`src/rtl/seg_display_ctrl.sv`:
```
// Eight-digit multiplexed 7-segment driver with memory-mapped display/mask registers.
// Optional leading-zero blanking is enabled by defining SEG_LEADING_ZERO_BLANK_EN.
module seg_display_ctrl #(
    parameter int unsigned SCAN_DIV = 100000,
    parameter int unsigned DIGITS   = 8
) (
    input  logic        clk,
    input  logic        rst_n,
    input  logic        seg_cs,
    input  logic        io_write,
    input  logic [1:0]  low_addr,
    input  logic [31:0] wdata,
    output logic [7:0]  seg_an,
    output logic [7:0]  seg_out
);

    localparam int unsigned PW = (SCAN_DIV > 1) ? $clog2(SCAN_DIV) : 1;

    logic [31:0]   disp_q, disp_d;
    logic [7:0]    mask_q, mask_d;
    logic [PW-1:0] presc_q, presc_d;
    logic [2:0]    idx_q, idx_d;
    logic [7:0]    an_q, an_d;
    logic [7:0]    seg_q, seg_d;

    logic          tick;
    logic [3:0]    nib;
    logic [31:0]   upper;
    logic          blank;
    logic          unused_wdata;

    assign unused_wdata = ^wdata[31:16];

    function automatic logic [7:0] hex7(input logic [3:0] n);
        case (n)
            4'h0: hex7 = 8'hC0;
            4'h1: hex7 = 8'hF9;
            4'h2: hex7 = 8'hA4;
            4'h3: hex7 = 8'hB0;
            4'h4: hex7 = 8'h99;
            4'h5: hex7 = 8'h92;
            4'h6: hex7 = 8'h82;
            4'h7: hex7 = 8'hF8;
            4'h8: hex7 = 8'h80;
            4'h9: hex7 = 8'h90;
            4'hA: hex7 = 8'h88;
            4'hB: hex7 = 8'h83;
            4'hC: hex7 = 8'hC6;
            4'hD: hex7 = 8'hA1;
            4'hE: hex7 = 8'h86;
            default: hex7 = 8'h8E;
        endcase
    endfunction

    assign tick  = (presc_q == PW'(SCAN_DIV - 1));
    assign upper = disp_q >> {idx_q, 2'b00};
    assign nib   = upper[3:0];
`ifdef SEG_LEADING_ZERO_BLANK_EN
    assign blank = (idx_q != 3'd0) && (upper == 32'd0);
`else
    assign blank = 1'b0;
`endif

    always_comb begin
        disp_d = disp_q;
        mask_d = mask_q;
        if (seg_cs && io_write) begin
            case (low_addr)
                2'b00:   disp_d[15:0]  = wdata[15:0];
                2'b10:   disp_d[31:16] = wdata[15:0];
                2'b01:   mask_d        = wdata[7:0];
                default: ;
            endcase
        end
    end

    // idx_q names the digit that the coming tick will display, so the first
    // tick after reset shows digit 0 before the pointer moves on.
    always_comb begin
        presc_d = tick ? '0 : presc_q + 1'b1;
        idx_d   = idx_q;
        an_d    = an_q;
        seg_d   = seg_q;
        if (tick) begin
            idx_d = idx_q + 3'd1;
            seg_d = hex7(nib);
            an_d  = (mask_q[idx_q] && !blank) ? ~(8'h01 << idx_q) : '1;
        end
    end

    always_ff @(posedge clk or negedge rst_n) begin
        if (!rst_n) begin
            disp_q  <= '0;
            mask_q  <= '1;
            presc_q <= '0;
            idx_q   <= '0;
            an_q    <= '1;
            seg_q   <= '1;
        end else begin
            disp_q  <= disp_d;
            mask_q  <= mask_d;
            presc_q <= presc_d;
            idx_q   <= idx_d;
            an_q    <= an_d;
            seg_q   <= seg_d;
        end
    end

    assign seg_an  = an_q;
    assign seg_out = seg_q;

endmodule

```
`config.mk`:
```
export PLATFORM = sky130hd
export DESIGN_NAME = seg_display_ctrl
export DESIGN_NICKNAME = d
export VERILOG_FILES = /design/src/rtl/seg_display_ctrl.sv
export SDC_FILE = /design/constraint.sdc
export NUM_CORES = 1
export LEC_CHECK = 0
export ABC_AREA = 1
export ABC_CLOCK_PERIOD_IN_PS = 3600
export CAP_MARGIN = 20
export CELL_PAD_IN_SITES_DETAIL_PLACEMENT = 1
export CELL_PAD_IN_SITES_GLOBAL_PLACEMENT = 1
export CORE_UTILIZATION = 45
export CTS_BUF_LIST = sky130_fd_sc_hd__clkbuf_4 sky130_fd_sc_hd__clkbuf_8
export CTS_CLUSTER_DIAMETER = 50
export DETAILED_ROUTE_END_ITERATION = 10
export PLACE_DENSITY = 0.9
export SLEW_MARGIN = 15
export SYNTH_ARGS = -nofsm -noshare
export SYNTH_HDL_FRONTEND = slang
export SYNTH_SLANG_ARGS = --single-unit
```
`constraint.sdc`:
```
create_clock -name clk -period 3.6 [get_ports clk]
set_input_delay 0.72 -clock clk [delete_from_list [all_inputs] [get_ports clk]]
set_output_delay 0.72 -clock clk [all_outputs]
set_load 0.02 [all_outputs]
```
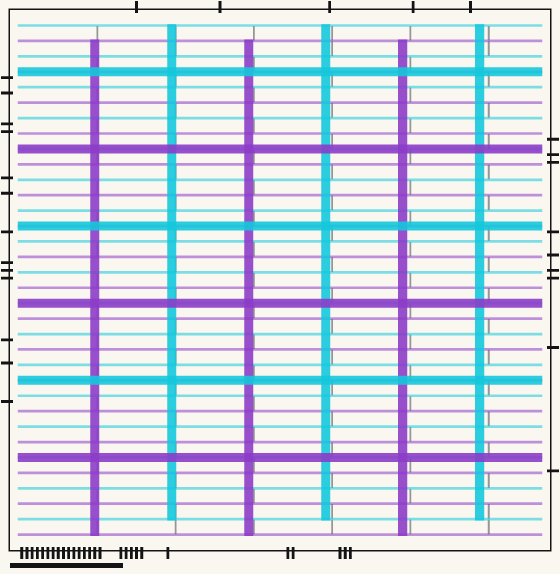
*Floorplan with the power grid, run 1*
The bar under the picture is 20 µm long. Pins as bars on the die edge. Tap cells in grey.
[VSS] purple
[VDD] cyan
rows: 33
met4 straps: 6

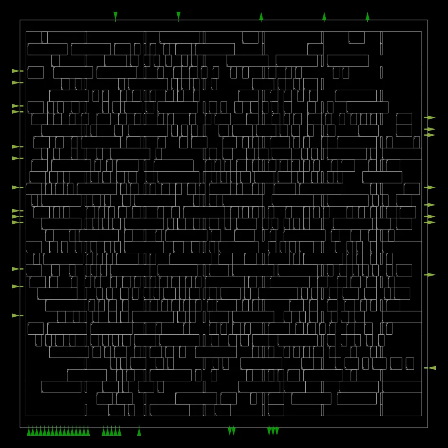
*Cell outlines without signal wires, run 1*
Tap Count: 105
Final Instance Count excl. Fillers: 632

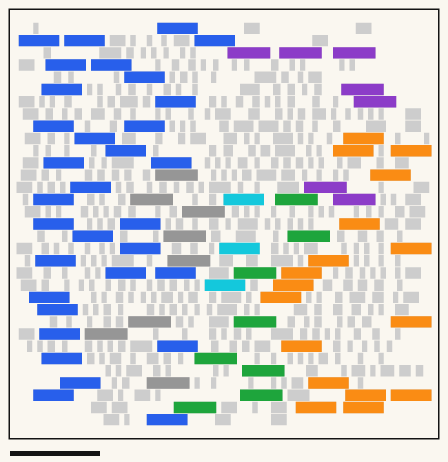
*Sequential cells coloured by netlist name, run 1*
The bar under the picture is 20 µm long. Other sequential cells in the stronger grey, the rest of the logic in the fainter grey.
[`disp_q`] blue | sequential cells: 32
[`seg_out`] purple | sequential cells: 7 | where: north-east
[`seg_an`] green | sequential cells: 8
[`idx_q`] cyan | sequential cells: 3
[`presc_q`] orange | sequential cells: 17

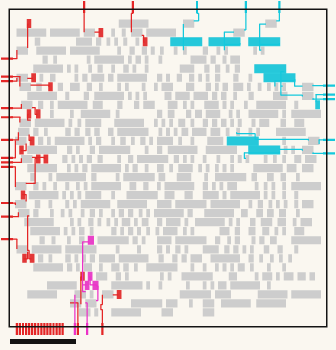
*Nets reached from selected ports, run 1*
The bar under the picture is 20 µm long.
[`low_addr`] magenta | bits: 2 | direction: input | end cells: 4 | buffers: 2 | wire: 44.9 µm
[`seg_out`] cyan | bits: 8 | direction: output | end cells: 8 | buffers: 7 | wire: 148 µm
[`wdata`] red | bits: 32 | direction: input | end cells: 16 | buffers: 16 | wire: 161 µm

==> CHANGELOG.md, run 1 <==
### Metrics

- Fmax: 416 MHz
- Worst r2r src: idx_q[1]$_DFFE_PN0N_
- Core Area: 0.00830 mm²
- CTS Buf Count: 9
- Endpoints failing hold: 0
- Register Area: 0.00191 mm²
- Max-cap viol count: 0
- CTS tree: done
- Vias in the first global route: 3,488
- Die area: 0.00907 mm²
- Most common cell in the netlist: nand2_1
- MI comb area: 0.00166 mm²
- Root Buffer Master: clkbuf_8
- Origin of the worst min-delay path: seg_out[2]$_DFFE_PN1N_
- Post-CTS resize count: 0
- LEAKAGE: 0.00216 µW
- Synth Area per Inst: 8.01 µm²
- Largest stage delay, worst path: 0.64 ns
- Die width: 95.2 µm
- I/O Pins: 54
- # diodes: 0
- AO/OA Area Share: 0.0883
- Worst-path cell chain: inv_1 > nor2_1 > nand2_1 > nand2_1 > nand2_1 > nand2_2 > inv_1 > ha_1 > nand3_1 > a21oi_1 > nand2_1 > nand2_1
- Clock buffer depth: 2
- Clock Skews: 0.0130 ns
- CTS H-tree lvls: 3
- Flops after synth: 75
- Tmin final: 2.40 ns
- Port Buffers: 36
- Worst hold stages: 2
- Residual DRC: 0
- Worst-margin pin slew: 0.968 ns
- Post-route cell area: 0.00449 mm²
- First drt pass iteration count: 4
- Placement Rows: 33
- Total negative slack: 0 ns
- Xor/xnor share: 0.0202
- GRT Residual Overflow: 0
- Area leader, netlist: dfrtp_1
- CP bufs+invs: 2
- Pwr dens: 415 mW/mm²
- Flip-flops with a built-in enable: 0
- Initial antenna violation count: 0
- CP startpoint kind: flip-flop
- WP data arrival: 2.70 ns
- HPWL after DPL: 6590 µm
- Largest net degree at the start of global routing: 76
- Synth cell types: 34
- Yosys warning tally: 0
- MUX area fraction: 0
- Clock sink count: 75
- Ys cells: 488
- Max-slew violation count: 0
- Antenna-violating nets left: 0
- Post-CTS setup buffers: 0
- Period utilization: 0.668
- Post-synthesis sequential area ratio: 0.487
- CP top delay family: simple AND/OR/NAND/NOR gates
- Top cells excl fill/tap: 132 x nand2_1, 56 x inv_1, 52 x dfrtp_1, 49 x nor2_1, 49 x o21ai_0
- Main flop type: dfrtp_1
- Synth Instances: 488
- OpenROAD warning count: 51
- Max FO, Critical Path: 13
- DR WL/cell: 14.8 µm
- Area grow syn2layout: 14.8%
- Worst Path Required: 3.89 ns
- Synth cell count leaders: 132 x nand2_1, 56 x inv_1, 52 x dfrtp_1, 49 x nor2_1, 49 x o21ai_0
- Nets: 573
- CP Launch Point: idx_q[1]$_DFFE_PN0N_
- Top cell area share: 0.333
- Vias per cell: 5.12
- VDD IR max: 0.232 mV
- Worst-Skew Late Latency: 0.36 ns
- GPL Wtd Cong: 0.889
- And+or+nand+nor area frac: 0.274
- Crit end category: flip-flop
- # setup viols final: 0
- Worst min path class: flip-flop to flip-flop
- Critical path type: flip-flop to flip-flop
- Die Y: 95.2 µm
- Slowest CP cell: dfrtp_1
- Cell count of the worst reg-to-reg path: 12
- DR vias: 3,236
- Clock slew at reported path FFs: 0.07 ns
- CP dominant cell by count: nand2_1
- Comb area leader: simple AND/OR/NAND/NOR gates
- Iter 0 DRT Violations: 117
- Critical Path Stages: 12
- FP Util: 0.471
- Layout fillers: 1,018
- First-pass GRT wire length: 16,200 µm
- Async S/R FF share, synth: 1.00
- Total Routing Usage GR: 0.236
- Area post-placement: 0.00431 mm²
- Status: finished clean
- Final wirelength: 9360 µm
- Chip Area, Yosys: 0.00391 mm²
- Commonest Layout Cell: nand2_1
- Top area cell types: dfrtp_1 33%, dfstp_2 15%, nand2_1 13%, o21ai_0 6.3%, inv_1 5.4%
- Syn Nets: 539
- Layout cells sized above 1: 0.125
- Unrepaired setup endpoints after global routing: false
- Worst slew margin: 0.354
- Hold buffers post-CTS: 0
- Fraction of the mapped netlist area in adder cells: 0.0416
- Post-Synthesis Cell Area: 0.00391 mm²
run 1: worst paths after layout:
kind | slack (ns) | to
worst max-delay path | 1.20 | seg_out[1]$_DFFE_PN1N_
worst min-delay path | 0.47 | seg_out[2]$_DFFE_PN1N_
worst max register to register | 1.20 | seg_out[1]$_DFFE_PN1N_
worst min register to register | 0.47 | seg_out[2]$_DFFE_PN1N_
max in group asynchronous | 2.36 | idx_q[2]$_DFFE_PN0N_
min in group asynchronous | 0.55 | presc_q[14]$_DFF_PN0_
run 1: layout make-up:
type	instances	share of cell area
well taps	105	0.0293
repair buffers	40	0.0859
clock buffers	11	0.0323
multi-input cells	336	0.370
inverters	60	0.0513
flip-flops and latches	75	0.425
clock inverters	5	0.00641
run 1: flip-flops by register name, indices dropped and copies added (netlist names):
signal	count
disp_q	32
seg_out	7
idx_q	3
mask_q	8
presc_q	17
seg_an	8
run 1: where the power goes:
part           leakage, µW  internal, µW  switching [µW]
clock network    0.0000963           273             311
logic              0.00116           110             178
registers         0.000906           939            49.1
total              0.00216          1320             538
run 1: metrics by stage:
step / hold WS (ns) / power, µW / setup WS, ns / instances / util
2_1_floorplan: 0.424 / 1180 / 1.80 / 488 / -
3_3_place_gp: 0.446 / 1270 / 1.29 / 616 / 0.520
3_5_place_dp: 0.458 / 1290 / 1.24 / 616 / 0.520
4_1_cts: 0.468 / 1880 / 1.20 / 632 / 0.541
5_1_grt: 0.478 / 1980 / 0.982 / 632 / 0.541
6_report: 0.468 / 1860 / 1.20 / 632 / 0.541
run 1: metal layers:
metal | global-route usage | vias up | routed length (µm)
li1 | - | 1602 | -
met1 | 0.277 | 1584 | 4140
met2 | 0.428 | 37 | 4870
met3 | 0.0303 | 13 | 157
met4 | 0.101 | 0 | 191
met5 | 0 | - | 0
==> inputs of run 2 (changes only) <==
Settings changed: ABC_CLOCK_PERIOD_IN_PS 3600 to 2340, CORE_UTILIZATION 45 to 42, PLACE_DENSITY 0.9 to 0.85.
Clock period 3.6 ns to 2.34 ns, I/O delays scaled along.
==> run 2 against run 1 <==
  * The flow now finishes with violations (design-rule violations)
  * Utilization down 2.2 points
  * First-iteration DRC count up 17%
  * Sequential share of layout area down 0.92 points
  * Critical endpoint unchanged
==> CHANGELOG.md, run 2 <==
### Metrics

- Status: complete, but fails checks
- Failing checks: design-rule violations
- Post-Synthesis Cell Area: 0.00391 mm² (unchanged)
- DR vias: 3,319 (+2.6%)
- Pwr dens: 652 mW/mm² (+57%)
- Unrepaired setup endpoints after global routing: false
- Max FO, Critical Path: 12 (-1)
- Crit end category: flip-flop
- Post-CTS resize count: 0 (unchanged)
- Tmin final: 2.05 ns (-0.354 ns)
- Ys cells: 488 (unchanged)
- CP top delay family: simple AND/OR/NAND/NOR gates
- Fin util: 0.518 (-0.0224)
- Most common cell in the netlist: nand2_1
- Commonest Layout Cell: nand2_1
- CTS H-tree lvls: 3 (unchanged)
- Pre-CTS setup slack: 0.312 ns (-0.927 ns)
- Max reg flops: 32 (unchanged)
- Placement Rows: 34 (+3.0%)
- Overall Power: 2990 µW (+61%)
- LEAKAGE: 0.00221 µW (+2.3%)
- CTS Buf Count: 9 (unchanged)
- Largest net degree at the start of global routing: 33 (-57%)
- Xor/xnor share: 0.0202 (unchanged)
- Clock sink count: 75 (unchanged)
- Worst slew margin: 0.540 (+0.186)
- WP data arrival: 2.35 ns (-0.35 ns)
- Worst-Skew Late Latency: 0.35 ns (about the same)
- VDD IR max: 0.353 mV (+52%)
- Fraction of the mapped netlist area in adder cells: 0.0416 (unchanged)
- Flops after synth: 75 (unchanged)
- GPL Wtd Cong: 0.892 (+0.31%)
- Top cell area share: 0.333 (unchanged)
- Vias in the first global route: 3,456 (-0.92%)
- Switching power total: 838 µW (+56%)
- Max-cap viol count: 0 (unchanged)
- Residual DRC: 2 (+2)
- Period utilization: 0.876 (+0.208)
- OpenROAD warning count: 51 (unchanged)
- Endpoints failing hold: 0 (unchanged)
- Syn Nets: 539 (unchanged)
- Nets: 579 (+1.0%)
- # setup viols final: 0 (unchanged)
- Vias per cell: 5.18 (+1.1%)
- Area leader, netlist: dfrtp_1
- Synth Area per Inst: 8.01 µm² (unchanged)
- Async S/R FF share, synth: 1.00 (unchanged)
- Clock slew at reported path FFs: 0.08 ns (about the same)
- Clock buffer depth: 2 (unchanged)
- Flip-flops with a built-in enable: 0 (unchanged)
- Total negative slack: 0 ns (unchanged)
- FP Util: 0.442 (-0.0292)
- Critical path type: flip-flop to flip-flop
- Sw frac: 0.280 (-0.00880)
- AO/OA Area Share: 0.0883 (unchanged)
- Total Routing Usage GR: 0.214 (-0.0217)
- Die Y: 98.5 µm (+3.4%)
- Layout fillers: 1,117 (+9.7%)
- Comb area leader: simple AND/OR/NAND/NOR gates
- Iter 0 DRT Violations: 137 (+17%)
- First drt pass iteration count: 7 (+3)
- Register Area: 0.00191 mm² (unchanged)
- Yosys warning tally: 0 (unchanged)
- GRT Residual Overflow: 0 (unchanged)
- Clk network pwr share: 0.341 (+0.027)
- Die width: 98.5 µm (+3.4%)
- Hold buffers post-CTS: 0 (unchanged)
- CP bufs+invs: 2 (unchanged)
- Port Buffers: 36 (unchanged)
- Main flop type: dfrtp_1
- Die area: 0.00970 mm² (+7.0%)
- Slowest CP cell: dfrtp_1
- Synth cell types: 34 (unchanged)
- Top cells excl fill/tap: 132 x nand2_1, 56 x inv_1, 52 x dfrtp_1, 49 x nor2_1, 49 x o21ai_0
- Worst Path Required: 2.64 ns (-1.25 ns)
- Worst min path class: input pin to asynchronous set/reset pin
- Top area cell types: dfrtp_1 33%, dfstp_2 15%, nand2_1 13%, o21ai_0 6.3%, inv_1 5.4%
- HPWL after DPL: 7010 µm (+6.4%)
- And+or+nand+nor area frac: 0.274 (unchanged)
- Synth cell count leaders: 132 x nand2_1, 56 x inv_1, 52 x dfrtp_1, 49 x nor2_1, 49 x o21ai_0
- Initial antenna violation count: 0 (unchanged)
-- run 2: cell counts after synthesis --
No cell type changed its count.
-- run 2: layout make-up --
type                       count  share of cell area
sequential                    75               0.416
multi-input combinational    336               0.362
timing repair buffer          46              0.0993
inverter                      60              0.0502
clock buffer                  11              0.0317
tap                          108              0.0295
clock inverter                 5              0.0117
-- run 2: power groups by stage --
| stage | clock, µW | sequential, µW | combinational, µW |
|---|---|---|---|
| global placement | 0 | 1530 | 425 |
| floorplan | 0 | 1520 | 301 |
| detailed placement | 0 | 1540 | 457 |
| CTS | 1040 | 1520 | 463 |
| global route | 1090 | 1540 | 527 |
| finish | 1020 | 1520 | 453 |
-- run 2: cells by family after synthesis --
group,count (synthesis)
buf+inv,77
compound gates,65
flops,75
xor+xnor,9
simple gates,248
other cells,1
fa+ha+maj,13
-- run 2: final timing paths --
check                                  startpoint                     end  cells past startpoint
max in group asynchronous                   rst_n   seg_an[6]$_DFFE_PN1N_                      2
min in group clk           seg_out[5]$_DFFE_PN1N_  seg_out[5]$_DFFE_PN1N_                      2
max reg2reg                  idx_q[0]$_DFFE_PN0N_  seg_out[1]$_DFFE_PN1N_                     13
max                          idx_q[0]$_DFFE_PN0N_  seg_out[1]$_DFFE_PN1N_                     13
min reg2reg                seg_out[5]$_DFFE_PN1N_  seg_out[5]$_DFFE_PN1N_                      2
min                                         rst_n    presc_q[5]$_DFF_PN0_                      1
-- run 2: layer usage --
layer | track usage | wire, µm | vias to the layer above
met5 | 0 | 0 | -
met4 | 0.0873 | 217 | 0
met3 | 0.0248 | 239 | 19
met2 | 0.372 | 4730 | 52
met1 | 0.273 | 4290 | 1625
li1 | - | - | 1623
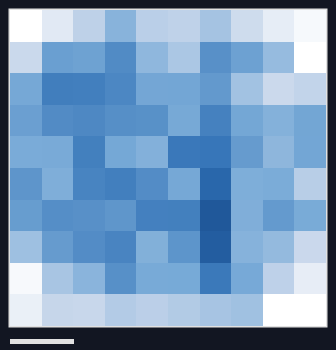
*Cell density map, run 2*
The bar under the picture is 20 µm long. The die is cut into 10 by 10 equal tiles; white is low, dark blue is high, 0 to 100% covered.
nearly empty tiles: 4.0%
mean over tiles: 46%
tiles over 75% full: 3.0%
fullest tile: 84%

==> inputs of run 3 (changes only) <==
--- a/config.mk
+++ b/config.mk
@@ -16,3 +16,3 @@
 export DETAILED_ROUTE_END_ITERATION = 10
-export PLACE_DENSITY = 0.85
+export PLACE_DENSITY_LB_ADDON = 0.1
 export SLEW_MARGIN = 15
==> constraint.sdc (replaced) <==
create_clock -name clk -period 2.34 [get_ports clk]
set_input_delay 0.351 -clock clk [delete_from_list [all_inputs] [get_ports clk]]
set_output_delay 0.351 -clock clk [all_outputs]
set_load 0.02 [all_outputs]
==> run 3 against run 2 <==
  * The flow now finishes without violations
  * Die area unchanged
  * Critical path depth stayed put
  * Via count is 2.8% lower
  * Area after synthesis stayed put
  * Non-clock buffer count unchanged
  * Combinational power hardly changed
==> CHANGELOG.md, run 3 <==
### Metrics

- WP data arrival: 2.29 ns (-0.06 ns)
- Max-slew violation count: 0
- Die area: 0.00970 mm² (unchanged)
- Tmin final: 2.00 ns (-0.0484 ns)
- # setup viols final: 0 (unchanged)
- Fmax: 500 MHz
- Overall Power: 3070 µW (+2.6%)
- Sw frac: 0.270 (-0.0102)
- GRT Residual Overflow: 0 (unchanged)
- Ys cells: 488 (unchanged)
- Status: finished clean
- Port Buffers: 36 (unchanged)
- Flip-flops with a built-in enable: 0 (unchanged)
- Die Y: 98.5 µm (unchanged)
- Layout cells sized above 1: 0.133
- I/O Pins: 54
- Slowest CP cell: dfrtp_1
- Async S/R FF share, synth: 1.00 (unchanged)
- Crit end category: flip-flop
- Top cells excl fill/tap: 132 x nand2_1, 56 x inv_1, 52 x dfrtp_1, 49 x nor2_1, 49 x o21ai_0
- Clock slew at reported path FFs: 0.09 ns (about the same)
- CP top delay family: simple AND/OR/NAND/NOR gates
- CTS Buf Count: 9 (unchanged)
- Comb area leader: simple AND/OR/NAND/NOR gates
- # diodes: 0
- Post-route cell area: 0.00459 mm²
- And+or+nand+nor area frac: 0.274 (unchanged)
- CTS tree: done
- Post-Synthesis Cell Area: 0.00391 mm² (unchanged)
- Largest stage delay, worst path: 0.42 ns
- Area post-placement: 0.00437 mm²
- LEAKAGE: 0.00220 µW (-0.19%)
- Post-synthesis sequential area ratio: 0.487
- Initial antenna violation count: 0 (unchanged)
- Iter 0 DRT Violations: 122 (-11%)
- Vias per cell: 5.04 (-2.7%)
- Regs by FF count: disp_q: 32 flops, presc_q: 17 flops
- Max-cap viol count: 0 (unchanged)
- Critical path type: flip-flop to flip-flop
- Nets: 579 (unchanged)
- Synth Instances: 488
- Clock sink count: 75 (unchanged)
- Area leader, netlist: dfrtp_1
- AO/OA Area Share: 0.0883 (unchanged)
- Yosys warning tally: 0 (unchanged)
- CP dominant cell by count: nand2_1
- VDD IR max: 0.290 mV (-18%)
- Synth cell count leaders: 132 x nand2_1, 56 x inv_1, 52 x dfrtp_1, 49 x nor2_1, 49 x o21ai_0
- Final wirelength: 9460 µm
- CTS H-tree lvls: 3 (unchanged)
- Logic power comb: 452 µW (about the same)
- Xor/xnor share: 0.0202 (unchanged)
- Clock Skews: 0.0158 ns
- Final Instance Count excl. Fillers: 640
- Seq power: 1520 µW (about the same)
- Logic pwr share: 0.147
- Flops after synth: 75 (unchanged)
- Main flop type: dfrtp_1
- Clk network pwr share: 0.358 (+0.017)
- First-pass GRT wire length: 16,800 µm
- Pwr dens: 668 mW/mm² (+2.5%)
- Switching power total: 829 µW (-1.1%)
- Worst min path class: input pin to asynchronous set/reset pin
- OpenROAD warning count: 51 (unchanged)
- Placement Rows: 34 (unchanged)
- Worst-Skew Late Latency: 0.36 ns (about the same)
- GPL Wtd Cong: 0.775 (-13%)
- Unrepaired setup endpoints after global routing: false
- Most common cell in the netlist: nand2_1
- Min Hold Slack: 0.00798 ns
- First drt pass iteration count: 6 (-1)
- Largest net degree at the start of global routing: 76 (+130%)
- Max FO, Critical Path: 18 (+6)
- Clock group power: 1100 µW (+8%)
- Chip Area, Yosys: 0.00391 mm²
- Synth Area per Inst: 8.01 µm² (unchanged)
- Pre-CTS setup slack: 0.338 ns (+0.0256 ns)
- Die width: 98.5 µm (unchanged)
- Area grow syn2layout: 17.5%
- Synth cell types: 34 (unchanged)
- DR vias: 3,225 (-2.8%)
- Clock buffer depth: 2 (unchanged)
- Fraction of the mapped netlist area in adder cells: 0.0416 (unchanged)
- Fin util: 0.519 (+0.000848)
- Root Buffer Master: clkbuf_8
- Int Pwr: 2240 µW
- Commonest Layout Cell: nand2_1
- Total negative slack: 0 ns (unchanged)
- CP startpoint kind: flip-flop
- Top area cell types: dfrtp_1 33%, dfstp_2 15%, nand2_1 13%, o21ai_0 6.3%, inv_1 5.4%
- Post-CTS setup buffers: 0
- Worst-path cell chain: buf_6 > nor2_1 > nor2_1 > nand2_1 > nand2_1 > nand2_1 > nand2_2 > inv_1 > ha_1 > nand3_1 > a21oi_1 > nand2_1 > nand2_1
- Reg with most FFs: disp_q
- CP bufs+invs: 2 (unchanged)
- HPWL after DPL: 6600 µm (-5.9%)
- Top cell area share: 0.333 (unchanged)
- FP Util: 0.442 (unchanged)
- Vias in the first global route: 3,462 (+0.17%)
- Sequential share of power: 0.494
- Final setup margin: 0.338 ns
- DR WL/cell: 14.8 µm
- Total Routing Usage GR: 0.219 (+0.00542)
- Worst slew margin: 0.644 (+0.104)
- Core Area: 0.00885 mm²
- Antenna-violating nets left: 0
- Endpoints failing hold: 0 (unchanged)
- Worst r2r src: idx_q[0]$_DFFE_PN0N_
- Placed insts: 625
- MUX area fraction: 0
- Residual DRC: 0 (-2)
- CP Launch Point: idx_q[0]$_DFFE_PN0N_
- Pwr top: sequential cells
- Worst Path Required: 2.63 ns (about the same)
- Period utilization: 0.855 (-0.0207)
- Worst-margin pin slew: 0.532 ns
- Syn Nets: 539 (unchanged)
- Max reg flops: 32 (unchanged)
-- run 3: cell count changes in the layout (fill, tap and decap cells not counted) --
| cell | delta |
|---|---|
| clkinv_2 | -1 |
| clkinv_4 | -1 |
| buf_6 | +1 |
| clkbuf_4 | -1 |
| bufinv_16 | +1 |
| buf_12 | -1 |
| clkinvlp_4 | +1 |
-- run 3: path summary, 6_finish.rpt --
check / cells past startpoint / end / slack, ns
hold / removal: 2 / presc_q[4]$_DFF_PN0_ / 0.008
max in group asynchronous: 2 / mask_q[1]$_DFFE_PN1P_ / 1.97
min in group clk: 2 / seg_an[3]$_DFFE_PN1N_ / 0.47
hold reg to reg: 2 / seg_an[3]$_DFFE_PN1N_ / 0.47
setup reg to reg: 13 / seg_out[1]$_DFFE_PN1N_ / 0.34
setup / recovery: 13 / seg_out[1]$_DFFE_PN1N_ / 0.34
-- run 3: area by class of cell --
type	instances	area, µm²
clock buffer	10	138
clock inverter	5	77.6
fill	1080	4260
inverter	60	230
multi-input combinational	336	1660
sequential	75	1910
tap	108	135
timing repair buffer	46	447
-- run 3: logic make-up after synthesis --
| kind of cell | count (synthesis) |
|---|---|
| flops | 75 |
| compound gates | 65 |
| fa+ha+maj | 13 |
| other cells | 1 |
| simple gates | 248 |
| xor+xnor | 9 |
| buf+inv | 77 |
-- run 3: metal layers --
metal / global-route usage / routed length (µm) / vias to the layer above
li1: - / - / 1613
met1: 0.297 / 4490 / 1549
met2: 0.361 / 4530 / 50
met3: 0.0340 / 289 / 13
met4: 0.0758 / 142 / 0
met5: 0 / 0 / -
-- run 3: what timing repair did --
item                       CTS  global route
hold buffers                 0             0
hold endpoints to repair     0             0
resized                      0             1
setup endpoints to repair    0             1
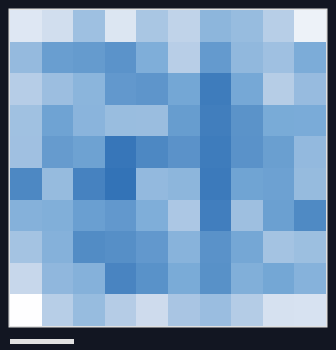
*Cell density map, run 3*
The bar under the picture is 20 µm long. The die is cut into 10 by 10 equal tiles; white is low, dark blue is high, 0 to 100% covered.
fullest tile: 73%
mean over tiles: 46%
nearly empty tiles: 1.0%

Power and IR drop assume default switching activity.
